Fig. 1: run 1, register map, names as in the netlist
(2 px per um) Other sequential cells in the stronger gray, the rest of the logic in the fainter gray.
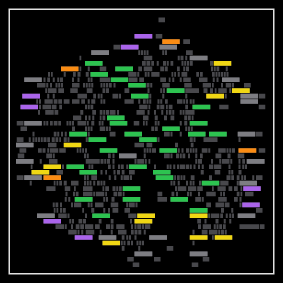
Fig. 2: run 1, wires at chosen ports, followed through buffers
(4 px per um)
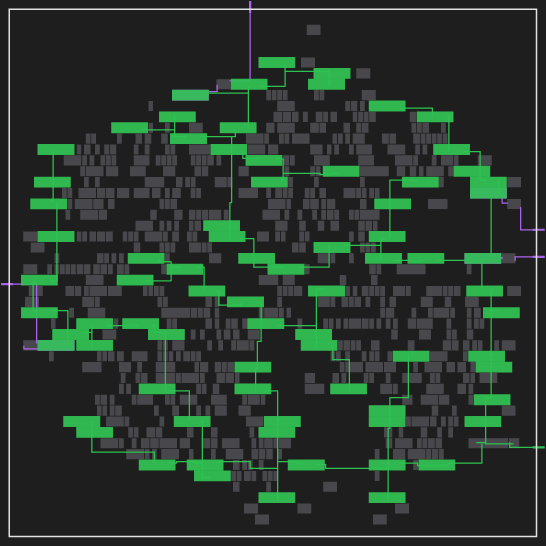
Fig. 3: run 1, gate families picked out
(3 px per um)
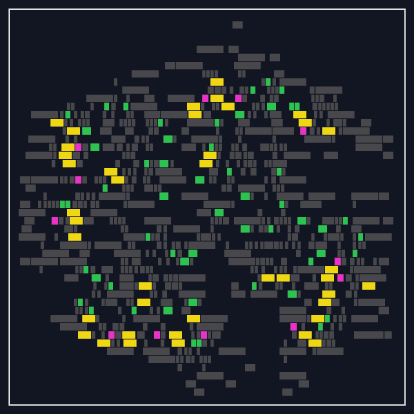
Fig. 4: run 1, the clock network
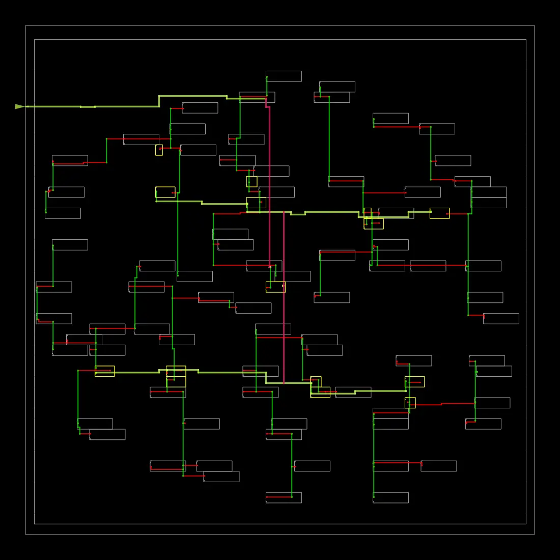
==> config.mk <==
export PLATFORM = sky130hd
export DESIGN_NAME = arb_requester_flat
export DESIGN_NICKNAME = d
export VERILOG_FILES = /design/src/rtl/arb_pkg.sv /design/src/rtl/arb_if.sv /design/src/rtl/arb_req_port.sv /design/src/rtl/arb_requester.sv /design/src/flat_wrapper.sv
export SDC_FILE = /design/constraint.sdc
export NUM_CORES = 1
export LEC_CHECK = 0
export ABC_AREA = 1
export CAP_MARGIN = 40
export CORE_MARGIN = 2
export CORE_UTILIZATION = 30
export CTS_BUF_LIST = sky130_fd_sc_hd__clkbuf_2 sky130_fd_sc_hd__clkbuf_4 sky130_fd_sc_hd__clkbuf_8
export DETAILED_ROUTE_END_ITERATION = 12
export GPL_ROUTABILITY_DRIVEN = 1
export GPL_TIMING_DRIVEN = 0
export HOLD_SLACK_MARGIN = 0.06
export PLACE_DENSITY = 0.57
export SYNTH_ARGS = -nofsm -noshare
export SYNTH_HDL_FRONTEND = slang
export SYNTH_HIERARCHICAL = 1
export SYNTH_SLANG_ARGS = --single-unit
export TNS_END_PERCENT = 1
==> constraint.sdc <==
create_clock -name clk -period 2.6 [get_ports clk]
set_input_delay 0.52 -clock clk [delete_from_list [all_inputs] [get_ports clk]]
set_output_delay 0.52 -clock clk [all_outputs]
set_load 0.02 [all_outputs]
==> Changelog: implementation, run 1 <==
### Changed

- Vias in the first global route: 3571
- Slowest cell on crit path: clkdlybuf4s50_1
- Crit path kind: register to output port
- Antenna violations before repair: 0
- Crit-path cells: clkdlybuf4s50_1
- Final Hold Violation Tally: 0
- Register-to-register setup slack: 890 ps
- Yosys top cell by area: dfrtp_1
- PnR worst setup slack: 737 ps
- CTS clk-pin slew, worst paths: 70 ps
- Filler Cells Inserted: 1744
- Status: finished, final reports clean
- WL per Instance: 10.6 um
- Overall Global Routing Usage: 11.7%
- GRT Residual Overflow: 0
- Num CTS Buffers: 9
- Top delay family on crit path: buffers and inverters
- Hold WC Path Type: primary input to asynchronous set/reset pin
- Critical Path Fanout Max: 2
- Hold Slack: 129 ps
- Gp weighted congestion: 0.826
- Vias post-DR: 3756
- Setup crit start kind: register
- Crit path required time: 2080 ps
- Layout Nets: 717
- RSZ-0062 raised after global routing: false
- Total Routed Length: 9370 um
- CTS root buf: clkbuf_8
- Rel. slew slack: 66.1%
- Initial DRC Count: 159
- Crit end category: output port
- FMAX: 0.537 GHz
- Routed vias/inst: 4.23
- Post-synth top flop: dfrtp_1
- Yosys Chip Area: 4870 um^2
- CTS resizes: 0
- Mapped Area: 4870 um^2
- Ys cells: 625
- Number of enable flip-flop cells: 0
- Max reg flops: 32
- Fin crit period: 1860 ps
- Num rows: 46
- Max Cap Viol: 0
- DRT Pass-1 Iters: 4
- Cell Type Count: 22
- Largest type area fraction: 39.5%
Notes on Fig. 1 above:
`u_core/g_port.u_port/r_pend`: marked yellow, placed flops 12. `u_core/g_port.u_port/r_hold`: marked green, placed flops 32. `u_core/g_port.u_port/o_go`: marked orange, placed flops 4. `u_core/g_port.u_port/r_state`: marked purple, placed flops 8, where spread over the die.
Another 21 sequential cells are not colored.
flop share of the area: 34.2%
seq pwr: 2040 uW
sequential cell area: 1930 um^2

Notes on Fig. 2 above:
`bus_done_o`: marked purple, direction output, edge 2 right, 1 left, 1 top, end cells 4, buffers 4, wire 80.2 um. `rst_n`: marked green, direction input, edge right, end cells 77, buffers 2, wire 735 um.
I/O pin count: 31
Port-buffer cells: 30

Notes on Fig. 3 above:
AND and OR gates: marked magenta, cells 12. adder and majority cells: marked yellow, cells 40. inverting AOI/OAI gates: marked green, cells 55.
Finished Layout Cells: 887
most instantiated logic cell after routing: nand2_1
fraction of area in multi-input gates: 44.1%

Notes on Fig. 4 above:
Clock Latency Late Sink: 350 ps
clock skew: 5.03 ps
clock sinks: 77

## run 1: metal layers
layer	GRT usage, %	part of all wire [%]
met1	15.4	51
met2	18.5	45
met3	4.09	3.6
met4	2.72	0.94
met5	0	0
## run 1: cell type report
class | instances | area (um^2) | area share (%)
Multi-Input combinational cell | 445 | 2480 | 44.1
Clock inverter | 2 | 10.0 | 0.178
Timing Repair Buffer | 31 | 325 | 5.77
Inverter | 95 | 357 | 6.32
Sequential cell | 77 | 1930 | 34.2
Tap cell | 216 | 270 | 4.79
Clock buffer | 13 | 160 | 2.84
Buffer | 8 | 105 | 1.86
## run 1: cells by family after synthesis
group,Yosys count,share of synthesized area [%]
AOI/OAI and AO/OA,55,7.19
xor gates and xnor gates,12,2.16
adders and majority gates,40,10.3
buffers and inverters,103,9.48
DFF,77,39.5
and+or+nand+nor,338,31.4
## run 1: placed cells by master (no fill, tap or decap), types with 4 or more instances in the layout
cell,n
and2_1,4
buf_4,5
clkbuf_8,10
clkdlybuf4s50_1,29
dfrtp_1,77
ha_1,40
inv_1,87
inv_2,8
nand2_1,161
nand2_2,4
nand2_4,8
nand3_1,65
nand4_1,12
nor2_1,63
nor2_2,5
nor2_4,4
nor3_1,4
o21ai_0,16
o21ai_1,19
o21ai_2,20
or2_2,8
xor2_1,12
## run 1: power breakdown
part | switching, uW | total [uW] | internal [uW]
Combinational | 2400 | 3990 | 1600
Clock | 428 | 825 | 397
Sequential | 358 | 2040 | 1680
## run 1: per-stage QoR
stage	setup TNS (ps)	instances	total power [uW]	cell area, um^2	utilization, %
final	0	887	6860	5640	35.5
after global routing	0	887	7670	5640	35.5
after CTS	0	887	6980	5640	35.5
after detailed placement	0	872	6100	5470	34.4
after global placement	-157260	871	6060	5440	34.3
after floorplan	0	625	5170	4870	-
Fig. 5: run 1, routed metal, one color a layer
(3 px per um)
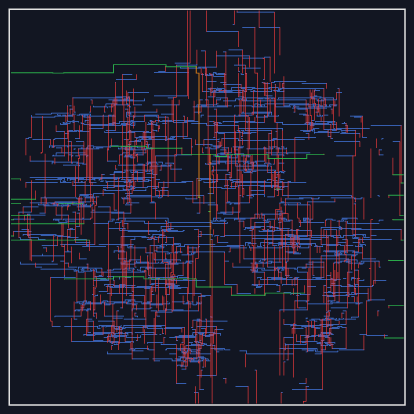

==> run 1 -> run 2 <==
--- a/config.mk
+++ b/config.mk
@@ -14,7 +14,7 @@
 export GPL_ROUTABILITY_DRIVEN = 1
 export GPL_TIMING_DRIVEN = 0
 export HOLD_SLACK_MARGIN = 0.06
-export PLACE_DENSITY = 0.57
+export PLACE_DENSITY = 0.59
 export SYNTH_ARGS = -nofsm -noshare
 export SYNTH_HDL_FRONTEND = slang
 export SYNTH_HIERARCHICAL = 1
==> constraint.sdc (replaced) <==
create_clock -name clk -period 1.7 [get_ports clk]
set_input_delay 0.34 -clock clk [delete_from_list [all_inputs] [get_ports clk]]
set_output_delay 0.34 -clock clk [all_outputs]
set_load 0.02 [all_outputs]
Fig. 6: run 2, routed metal, one color a layer
(3 px per um)
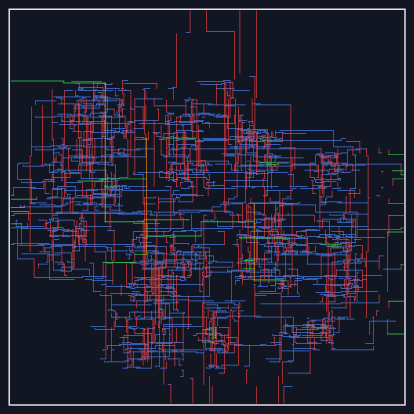
met3: marked green, wire length 345 um. met2: marked red, wire length 4170 um. met4: marked orange, wire length 116 um. met1: marked blue, wire length 4840 um.
Overall Global Routing Usage: 11.6%
vias post-DR: 3823
Total Routed Length: 9470 um
WL per Instance: 10.7 um

Fig. 7: run 2, the clock network
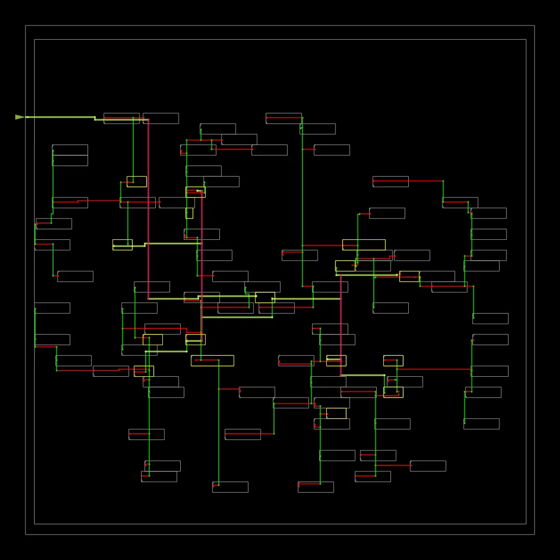
sequential cells: 77
# clk buffers: 13
clock skew: 9.90 ps
P_clk: 1660 uW

==> Changelog: implementation, run 2 <==
### Changed

- Largest net degree at the start of global routing: 49 (was 42)
- Hold WC Path Type: primary input to asynchronous set/reset pin (unchanged)
- Synth async-reset ratio: 100% (unchanged)
- Critical Path Stages: 1 (unchanged)
- Filler Cells Inserted: 1697 (was 1744)
- Initial DRC Count: 171 (was 159)
- Routed vias/inst: 4.30 (was 4.23)
- Crit end category: output port (unchanged)
- Max reg flops: 32 (unchanged)
- Num rows: 46 (unchanged)
- Max IR drop VDD: 0.636 mV (was 0.366 mV)
- Drt drc: 0 (unchanged)
- Yosys top cell by area: dfrtp_1 (unchanged)
- DRT Pass-1 Iters: 4 (unchanged)
- Clock Latency Late Sink: 350 ps (about the same)
- CTS clk-pin slew, worst paths: 80 ps (was 70 ps)
- Slowest cell on crit path: clkdlybuf4s50_1 (unchanged)
- Rel. slew slack: 72.1% (was 66.1%)
- Most instantiated logic cell after routing: nand2_1 (unchanged)
- Avg Synthesized Cell Area: 7.80 um^2 (unchanged)
- GRT Residual Overflow: 0 (unchanged)
- RSZ-0062 raised after global routing: true (was false)
- Max-slew violation count: 0 (unchanged)
- Total core area: 15900 um^2 (unchanged)
- Status: finished, final reports clean (unchanged)
- Setup crit start kind: register (unchanged)
- I/O pin count: 31 (unchanged)
- Antenna violations before repair: 0 (unchanged)
- Clock sinks: 77 (unchanged)
- Fin crit period: 1640 ps
- Max Cap Viol: 0 (unchanged)
- Gp weighted congestion: 0.822 (was 0.826)
- Final Hold Violation Tally: 0 (unchanged)
- Number of enable flip-flop cells: 0 (unchanged)
- Syn-to-layout area delta: 19.3% (was 15.7%)
- Fp util: 30.7% (unchanged)
- Yosys Chip Area: 4870 um^2 (unchanged)
- Setup fix buffers added after clock tree synthesis: 0 (unchanged)
- First-pass GRT wire length: 16700 um (was 16600 um)
- Final Cell Area: 5810 um^2 (was 5640 um^2)
- Total power density per cell area: 1910 nW/um^2 (was 1220 nW/um^2)
- Top delay family on crit path: buffers and inverters (unchanged)
- H-tree levels: 3 (unchanged)
- Floorplan Nets: 675 (unchanged)
- Cell Type Count: 22 (unchanged)
- Largest type area fraction: 39.5% (unchanged)
- Num CTS Buffers: 9 (unchanged)
- Crit path required time: 1360 ps (was 2080 ps)
- Finished Layout Cells: 889 (was 887)
- Mapped Area: 4870 um^2 (unchanged)
- Diode count: 0 (unchanged)
- Register-to-register setup slack: 90 ps (was 890 ps)
- Vias in the first global route: 3730 (was 3571)
- Placed Area: 5470 um^2 (unchanged)
- Ys cells: 625 (unchanged)
- Synth flops: 77 (unchanged)
- Crit-path cells: clkdlybuf4s50_1 (unchanged)
- Crit path kind: register to output port (unchanged)
- Port-buffer cells: 30 (unchanged)
- Layout Nets: 718 (was 717)
- Critical Path Fanout Max: 2 (unchanged)
- Synth Instances: 625 (unchanged)
- Clock Path Buffers: 2 (unchanged)
- YS warnings: 6 (unchanged)
- Post-synth top cells: 161 x nand2_1, 87 x inv_1, 77 x dfrtp_1, 65 x nand3_1, 63 x nor2_1 (unchanged)
- CTS root buf: clkbuf_8 (unchanged)
- CTS tree: yes (unchanged)
- Worst stage delay on the critical path: 600 ps (was 630 ps)
- Most frequent cells in the layout: 157 x nand2_1, 84 x inv_1, 76 x dfrtp_1 (was 161 x nand2_1, 87 x inv_1, 77 x dfrtp_1)
- Die width: 131 um (unchanged)
- FMAX: 0.609 GHz
- Post-DP HPWL: 6950 um (was 7110 um)
- Die area: 17300 um^2 (unchanged)
- Placed cells: 872 (unchanged)
- Leakage power: 0.00307 uW (was 0.00294 uW)
- Post-synth top flop: dfrtp_1 (unchanged)
-- run 2: per-layer routing --
layer  vias up  share of wire [%]  GRT usage [%]
li1       2048                  -              -
met4         0                1.2           3.26
met5         -                  0              0
met1      1698                 51           15.4
met2        63                 44           18.5
met3        14                3.6           2.93
-- run 2: kinds of logic (layout without fill, tap and decap cells) --
family	count (synthesis)	after routing	share of synthesized area [%]
and+or+nand+nor	338	338	31.4
adders and majority gates	40	40	10.3
xor gates and xnor gates	12	12	2.16
AOI/OAI and AO/OA	55	55	7.19
DFF	77	77	39.5
buffers and inverters	103	151	9.48
-- run 2: per-stage QoR --
step / power [uW] / hold WS, ps / util, % / setup WS (ps) / TNS, ps
after CTS: 11100 / 475 / 36.0 / 0.305 / 0
final: 11100 / 472 / 36.6 / 57.7 / 0
after detailed placement: 9310 / 315 / 34.4 / -212 / -2580
after global placement: 9270 / 461 / 34.3 / -2650 / -205900
after floorplan: 7910 / 44.4 / - / 244 / 0
after global routing: 12300 / 492 / 36.6 / -49.4 / -173
-- run 2: final cells by class --
cell class / count / area (um^2) / share of cell area (%)
Multi-Input combinational cell: 445 / 2550 / 43.9
Inverter: 95 / 357 / 6.13
Timing Repair Buffer: 32 / 349 / 6.00
Clock inverter: 3 / 65.1 / 1.12
Sequential cell: 77 / 1930 / 33.2
Buffer: 8 / 113 / 1.94
Clock buffer: 13 / 179 / 3.08
Tap cell: 216 / 270 / 4.65
-- run 2: power by group --
part           switching [uW]  leakage (uW)  internal (uW)
Combinational            3760       0.00198           2520
Sequential                571      0.000972           2580
Clock                     676      0.000126            986
Total                    5010       0.00307           6080
-- run 2: timing repair --
item	CTS	global route
hold endpoints to repair	29	0
pin swaps	0	1
gates resized	3	27
hold buffers	1	0
endpoints found under the setup margin	3	49
No activity file was given, so power comes from the tool's default toggle rates.
